==> config.mk <==
export PLATFORM = sky130hd
export DESIGN_NAME = load_down_timer
export DESIGN_NICKNAME = d
export VERILOG_FILES = /design/src/rtl/load_down_timer.sv
export SDC_FILE = /design/constraint.sdc
export NUM_CORES = 1
export LEC_CHECK = 0
export CAP_MARGIN = 40
export CORE_MARGIN = 2
export CORE_UTILIZATION = 40
export CTS_CLUSTER_DIAMETER = 80
export CTS_CLUSTER_SIZE = 16
export DETAILED_ROUTE_END_ITERATION = 10
export PLACE_DENSITY = 0.69
export SYNTH_ARGS = -nofsm -noshare
export SYNTH_HDL_FRONTEND = slang
export SYNTH_SLANG_ARGS = --single-unit
export TNS_END_PERCENT = 20
==> constraint.sdc <==
create_clock -name clk -period 5.7 [get_ports clk]
set_input_delay 0.855 -clock clk [delete_from_list [all_inputs] [get_ports clk]]
set_output_delay 0.855 -clock clk [all_outputs]
set_load 0.05 [all_outputs]
==> src/rtl/load_down_timer.sv <==
// load_down_timer: loadable down-counting "wait N cycles" timer.
// A load of N produces exactly N cycles with tc low, after which tc stays
// high until the next load. Build option: define TIMER_COUNT_OUT_EN to add
// the count_out debug tap that mirrors the count register.
module load_down_timer #(
  parameter int WIDTH = 10
) (
  input  logic             clk,
  input  logic             reset,
  input  logic             load,
  input  logic [WIDTH-1:0] data,
`ifdef TIMER_COUNT_OUT_EN
  output logic [WIDTH-1:0] count_out,
`endif
  output logic             tc
);

  logic [WIDTH-1:0] count_reg;
  logic [WIDTH-1:0] count_next;
  logic             count_zero;

  assign count_zero = (count_reg == '0);

  // Next count: load replaces the remaining count, otherwise decrement and
  // saturate at zero. data is only consulted under load so an unknown data
  // bus cannot leak into the count while idle.
  always_comb begin
    count_next = count_reg;
    if (load) begin
      count_next = data;
    end else if (!count_zero) begin
      count_next = count_reg - 1'b1;
    end
  end

  // Count register; reset takes priority over a simultaneous load.
  always_ff @(posedge clk) begin
    if (reset) begin
      count_reg <= '0;
    end else begin
      count_reg <= count_next;
    end
  end

  // Terminal count is decoded straight from the register, no extra stage.
  assign tc = count_zero;

`ifdef TIMER_COUNT_OUT_EN
  assign count_out = count_reg;
`endif

endmodule

Run 1, met3 routing:
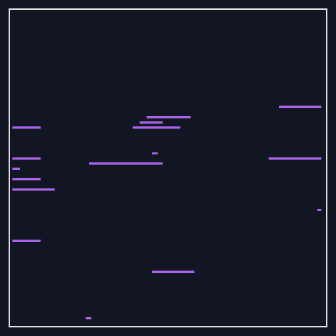
The layer carries 61.4 um of wire. The layer holds 5.0% of the routed length. 14 nets have wire on it.

Run 1, nets reached from selected ports:
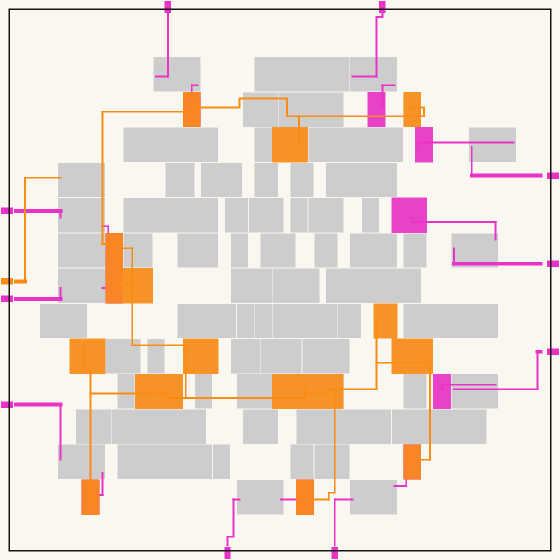
Orange marks load, direction input, end cells 17, buffers 1, wire 136 um. Magenta marks data, direction input, end cells 10, buffers 10, wire 99.4 um.
IO Count: 14
input/output buffers: 13

Run 1, cell density map:
8 x 8 tiles, from black (low) to pale yellow (high), 0 to 100% covered.
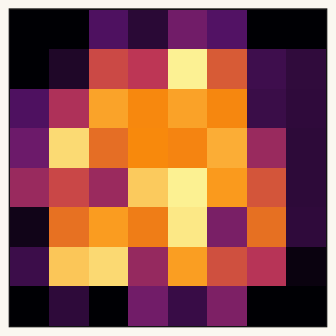
The densest ninth of the die: middle. The fullest tile reaches 97%. The mean over all tiles is 42%. 14% of the tiles are nearly empty. 20% of the tiles are over 75% full.
Post-Route Utilization: 56.60%
Core Region: 1318 um2

Run 1, cell outlines without signal wires:
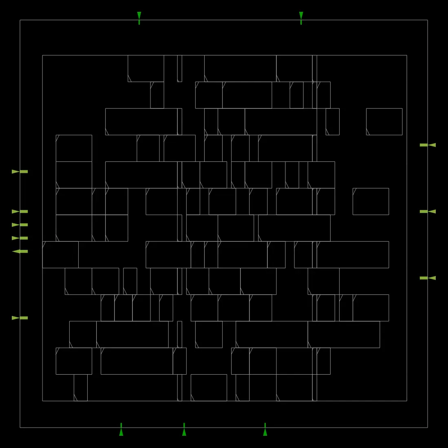
flop count: 10
Tapcells: 15

==> results_dict.tcl, run 1 <==
# yosys + openroad results
set metrics [dict create \
    grtUsageMet2_pct 22.19 \
    warnings 26 \
    clk_latency_ps 270 \
    rsz0062_at_grt "no" \
    place_inst 96 \
    drtPass1Iterations 4 \
    cp-startpoint "count_reg[0]" \
    slew_headroom_pct 54.92 \
    seq_area_um2 200.2 \
    fin_area_um2 745.7 \
    ys_cells 70 \
    worst_slack_ps 2199 \
    power_leakage_uw 0.0002765 \
    reg2reg_from "count_reg[0]" \
    crit_family "buffers and inverters" \
    yosys.area_share.aoi_pct 19.82 \
    ys_sh_xor_pct 4.626 \
    fillers 131 \
    seq_cell_power_uw 86.4 \
    finalPower_uw 207.2 \
    edf_count 0 \
    gp_congestion 0.7052 \
    met1_usage_pct 20.53 \
    largest_class "logic gates" \
    min_from "count_reg[6]" \
    path_cells "inv_1, ha_1, or4b_4, nor3_2, clkdlybuf4s50_1" \
    finalNonFillerCells 100 \
    fmax_ghz 0.2856 \
    root_buffer "clkbuf_4" \
    fp_nets 84 \
    buffers 13 \
    timing.critical_path.to "tc" \
    end_kind "output pin" \
    holdWs_ps 602.5 \
    numCtsBuffers 3 \
    wl_met1_um 584 \
    p_sw_share_pct 29.63 \
    clock_buffer_count 4 \
    p_clk_share_pct 31.0 \
    largest_area_cell "dfxtp_1" \
    viasPerCell 5.630 \
    ant_nets 0 \
    logic_area_um2 345.3 \
    power_leader "registers" \
    status "complete, no violations" \
    min_path_type "reg -> reg" \
    synthMuxAreaShare_pct 1.762 \
]
Run 1, routed metal per tile:
8 x 8 tiles, from black (low) to pale yellow (high), scaled to the fullest tile. Values are wire area over tile area, all layers added.
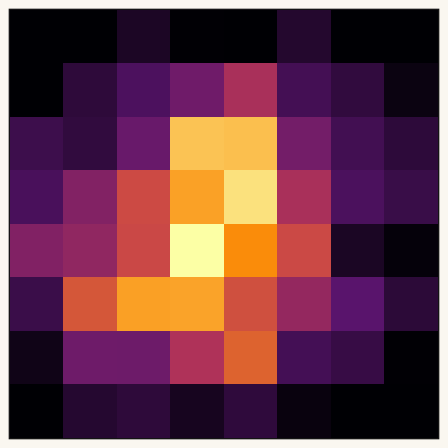

==> run 2: changes to the inputs <==
==> constraint.sdc (replaced) <==
create_clock -name clk -period 3.57 [get_ports clk]
set_input_delay 0.5355 -clock clk [delete_from_list [all_inputs] [get_ports clk]]
set_output_delay 0.5355 -clock clk [all_outputs]
set_load 0.05 [all_outputs]
Run 2, routed metal per tile:
8 x 8 tiles, from black (low) to pale yellow (high), scaled to the fullest tile. Values are wire area over tile area, all layers added.
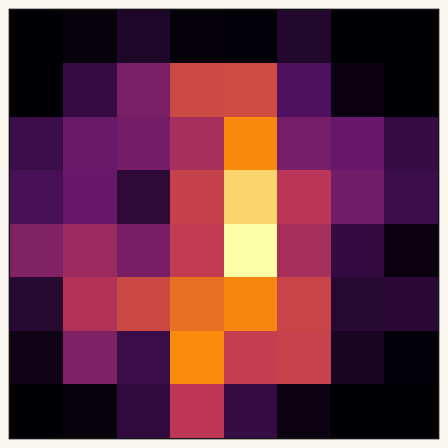
20% of the tiles are nearly empty. The fullest tile reaches 0.42. The densest ninth of the die: middle. The mean over all tiles is 0.12. 23% of the tiles are over half the peak. The emptiest ninth of the die: top right.
total number of vias: 559
gr usage total: 16.85%
DR WL/cell: 12.22 um
total routed wirelength: 1222 um

==> run 2 against run 1 <==
Against the previous run:
- synthesized area stayed put
- synthesized cell count stayed put
- clock skew is 3.5 ps lower
- combinational power is 63% higher
- setup slack worse by 1700 ps
- first-iteration DRC count is 56% lower
- count of clock-buffer cells in the layout is 1 lower
- cell area is 0.84% lower
- sequential share of layout area is 0.23 points higher
- critical endpoint unchanged
==> results_dict.tcl, run 2 <==
# yosys + openroad results
set metrics [dict create \
    fp_nets 84 \
    finalPower_uw 306.2 \
    finalNonFillerCells 100 \
    wl_met1_um 603 \
    power_leakage_uw 0.0002747 \
    final_util_pct 56.13 \
    ant_nets 0 \
    drtPass1Iterations 4 \
    fmax_ghz 0.3291 \
    gp_congestion 0.7098 \
    clk_latency_ps 260 \
    edf_count 0 \
    largest_area_cell "dfxtp_1" \
    ys_sh_xor_pct 4.626 \
    worst_pin_slew_ps 602.5 \
    min_from "count_reg[7]" \
    reg2reg_from "count_reg[0]" \
    seq_cell_power_uw 137 \
    timing.critical_path.to "tc" \
    fillers 130 \
    fin_area_um2 739.5 \
    buffers 14 \
    slew_headroom_pct 59.26 \
    min_to "count_reg[7]" \
    synthMuxAreaShare_pct 1.762 \
    grtUsageMet2_pct 23.44 \
    internal_power_uw 211.2 \
    ff2ff_path_depth 5 \
    numCtsBuffers 3 \
    dr_wl_met3_um 47 \
    met1_usage_pct 20.27 \
    seq_area_um2 200.2 \
    status "complete, no violations" \
    p_sw_share_pct 31.00 \
    viasPerCell 5.590 \
    end_kind "output pin" \
    io_pins 14 \
    root_buffer "clkbuf_4" \
    crit_family "buffers and inverters" \
    largest_class "logic gates" \
    min_path_type "reg -> reg" \
    logic_area_um2 345.3 \
    clock_buffer_count 3 \
    ys_cells 70 \
    ys_sh_adder_pct 2.203 \
    path_cells "inv_1, ha_1, or4b_4, nor3_2, buf_4, clkdlybuf4s50_1" \
    worst_slack_ps 531.2 \
    coreArea_um2 1318 \
    num_tap_cells 15 \
    cp-startpoint "count_reg[0]" \
    warnings 26 \
    seq_cell_count 10 \
    finalSetupViolCount 0 \
    p_clk_share_pct 25.0 \
    power_leader "registers" \
    holdWs_ps 601.0 \
    place_inst 97 \
    rsz0062_at_grt "no" \
    portBuffers 13 \
]
Run 2, nets reached from selected ports:
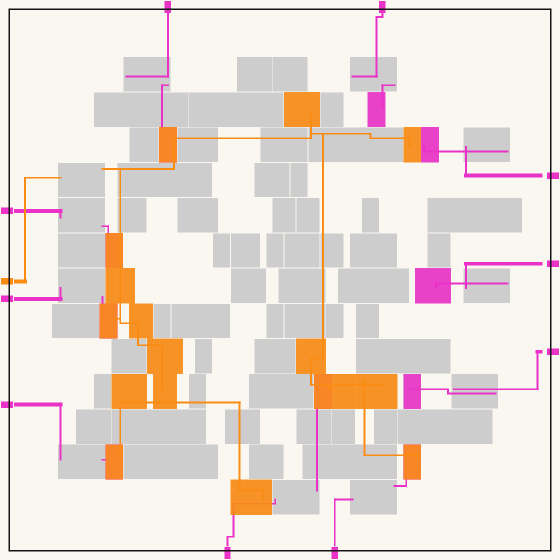
Magenta marks data, direction input, end cells 10, buffers 10, wire 111 um. Orange marks load, direction input, end cells 17, buffers 1, wire 122 um.

Run 2, cell density map:
8 x 8 tiles, from black (low) to pale yellow (high), 0 to 100% covered.
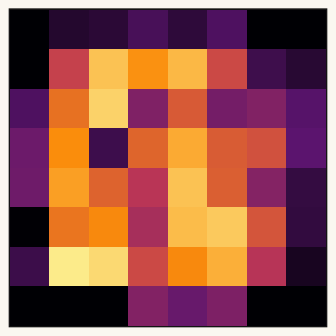

==> run 3: changes to the inputs <==
--- a/config.mk
+++ b/config.mk
@@ -5,13 +5,16 @@
 export SDC_FILE = /design/constraint.sdc
 export NUM_CORES = 1
 export LEC_CHECK = 0
+export ABC_AREA = 1
 export CAP_MARGIN = 40
 export CORE_MARGIN = 2
 export CORE_UTILIZATION = 40
+export CTS_BUF_LIST = sky130_fd_sc_hd__clkbuf_8
 export CTS_CLUSTER_DIAMETER = 80
 export CTS_CLUSTER_SIZE = 16
 export DETAILED_ROUTE_END_ITERATION = 10
-export PLACE_DENSITY = 0.69
+export HOLD_SLACK_MARGIN = 0.03
+export PLACE_DENSITY = 0.67
 export SYNTH_ARGS = -nofsm -noshare
 export SYNTH_HDL_FRONTEND = slang
 export SYNTH_SLANG_ARGS = --single-unit
Run 3, cell density map:
9 x 9 tiles, from black (low) to pale yellow (high), 0 to 100% covered.
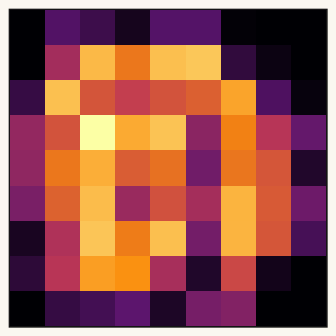
The densest ninth of the die: left middle. 20% of the tiles are over 75% full. 12% of the tiles are nearly empty. The mean over all tiles is 42%. The fullest tile reaches 100%.

==> run 3 against run 2 <==
Against the previous run:
- final cell count increased by 42%
- cell area increased by 16%
- power increased by 30%
- critical path type unchanged
- largest cell class unchanged
- highest routed layer is now met3
==> results_dict.tcl, run 3 <==
# yosys + openroad results
set metrics [dict create \
    largest_class "logic gates" \
    finalSetupViolCount 0 \
    rsz0062_at_grt "no" \
    min_from "count_reg[1]" \
    logic_area_um2 409.1 \
    p_clk_share_pct 35.9 \
    synthMuxAreaShare_pct 0 \
    crit_family "buffers and inverters" \
    drtPass1Iterations 4 \
    ys_cells 111 \
    warnings 26 \
    met1_usage_pct 23.59 \
    postSynth.asyncResetShare_pct 0 \
    grt_pass1_vias 622 \
    grtUsageMet2_pct 28.70 \
    r2r_end "count_reg[8]" \
    worst_pin_slew_ps 488.3 \
    cp.depth 7 \
    io_pins 14 \
    post-route-period-util_pct 76.28 \
    cp-startpoint "count_reg[0]" \
    slew_headroom_pct 67.34 \
    dr_wl_met3_um 74 \
    p_sw_share_pct 32.30 \
    grt_pass1_wl_um 2670 \
    fin_area_um2 855.8 \
    ant_nets 0 \
    portBuffers 13 \
    coreArea_um2 1524 \
    numCtsBuffers 3 \
    fmax_ghz 0.3672 \
    seq_cell_power_uw 136 \
    clk_latency_ps 240 \
    holdWs_ps 511.8 \
    cts_buffer_depth 2 \
    worst_slack_ps 846.8 \
    internal_power_uw 270.3 \
    fp_nets 125 \
    seq_area_um2 200.2 \
    wirelength_um 1506 \
    globalRouteTotalUtil_pct 18.55 \
    finalPower_uw 399.3 \
    cts_resized 0 \
    power_leakage_uw 0.0004217 \
    edf_count 0 \
    busiest_layer "met2" \
    viasPerCell 4.775 \
    ys_sh_xor_pct 1.328 \
    clock_buffer_count 4 \
    gp_congestion 0.8066 \
    synth.cellmix.simpleShare_pct 52.75 \
    ys_top_cells_by_area "dfxtp_1, nand2_1, nor2_1" \
    num_vias 678 \
    pwr-share-comb_pct 30.1 \
    seq_share_pct 23.39 \
    inverters 11 \
    min_to "count_reg[1]" \
    timing.critical_path.to "tc" \
    ys_sh_adder_pct 1.898 \
    reg2reg_from "count_reg[0]" \
    routedWlPerCell_um 10.61 \
    path_buffers 3 \
    root_buffer "clkbuf_8" \
    place_inst 138 \
    ff2ff_path_depth 7 \
    path_cells "inv_1, ha_1, nand2_2, nor2_4, nand2_1, inv_1, clkdlybuf4s50_1" \
    final_util_pct 56.16 \
    power.switching_uw 129.0 \
    status "complete, no violations" \
    synth_area_per_cell_um2 5.940 \
    min_path_type "reg -> reg" \
    power_leader "the clock network" \
    wl_met1_um 736 \
    seq_cell_count 10 \
    num_tap_cells 16 \
    end_kind "output pin" \
]
Run 3, cell outlines without signal wires:
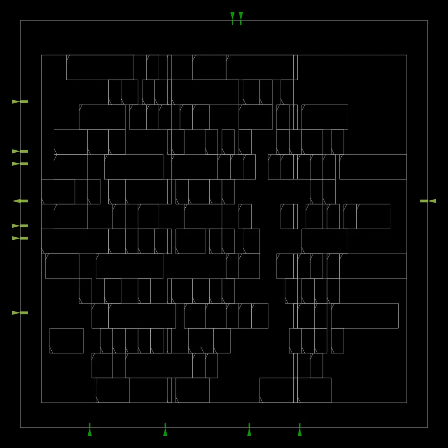
Non-Filler Instances: 142
Fill cells: 151

Power and IR drop assume default switching activity.
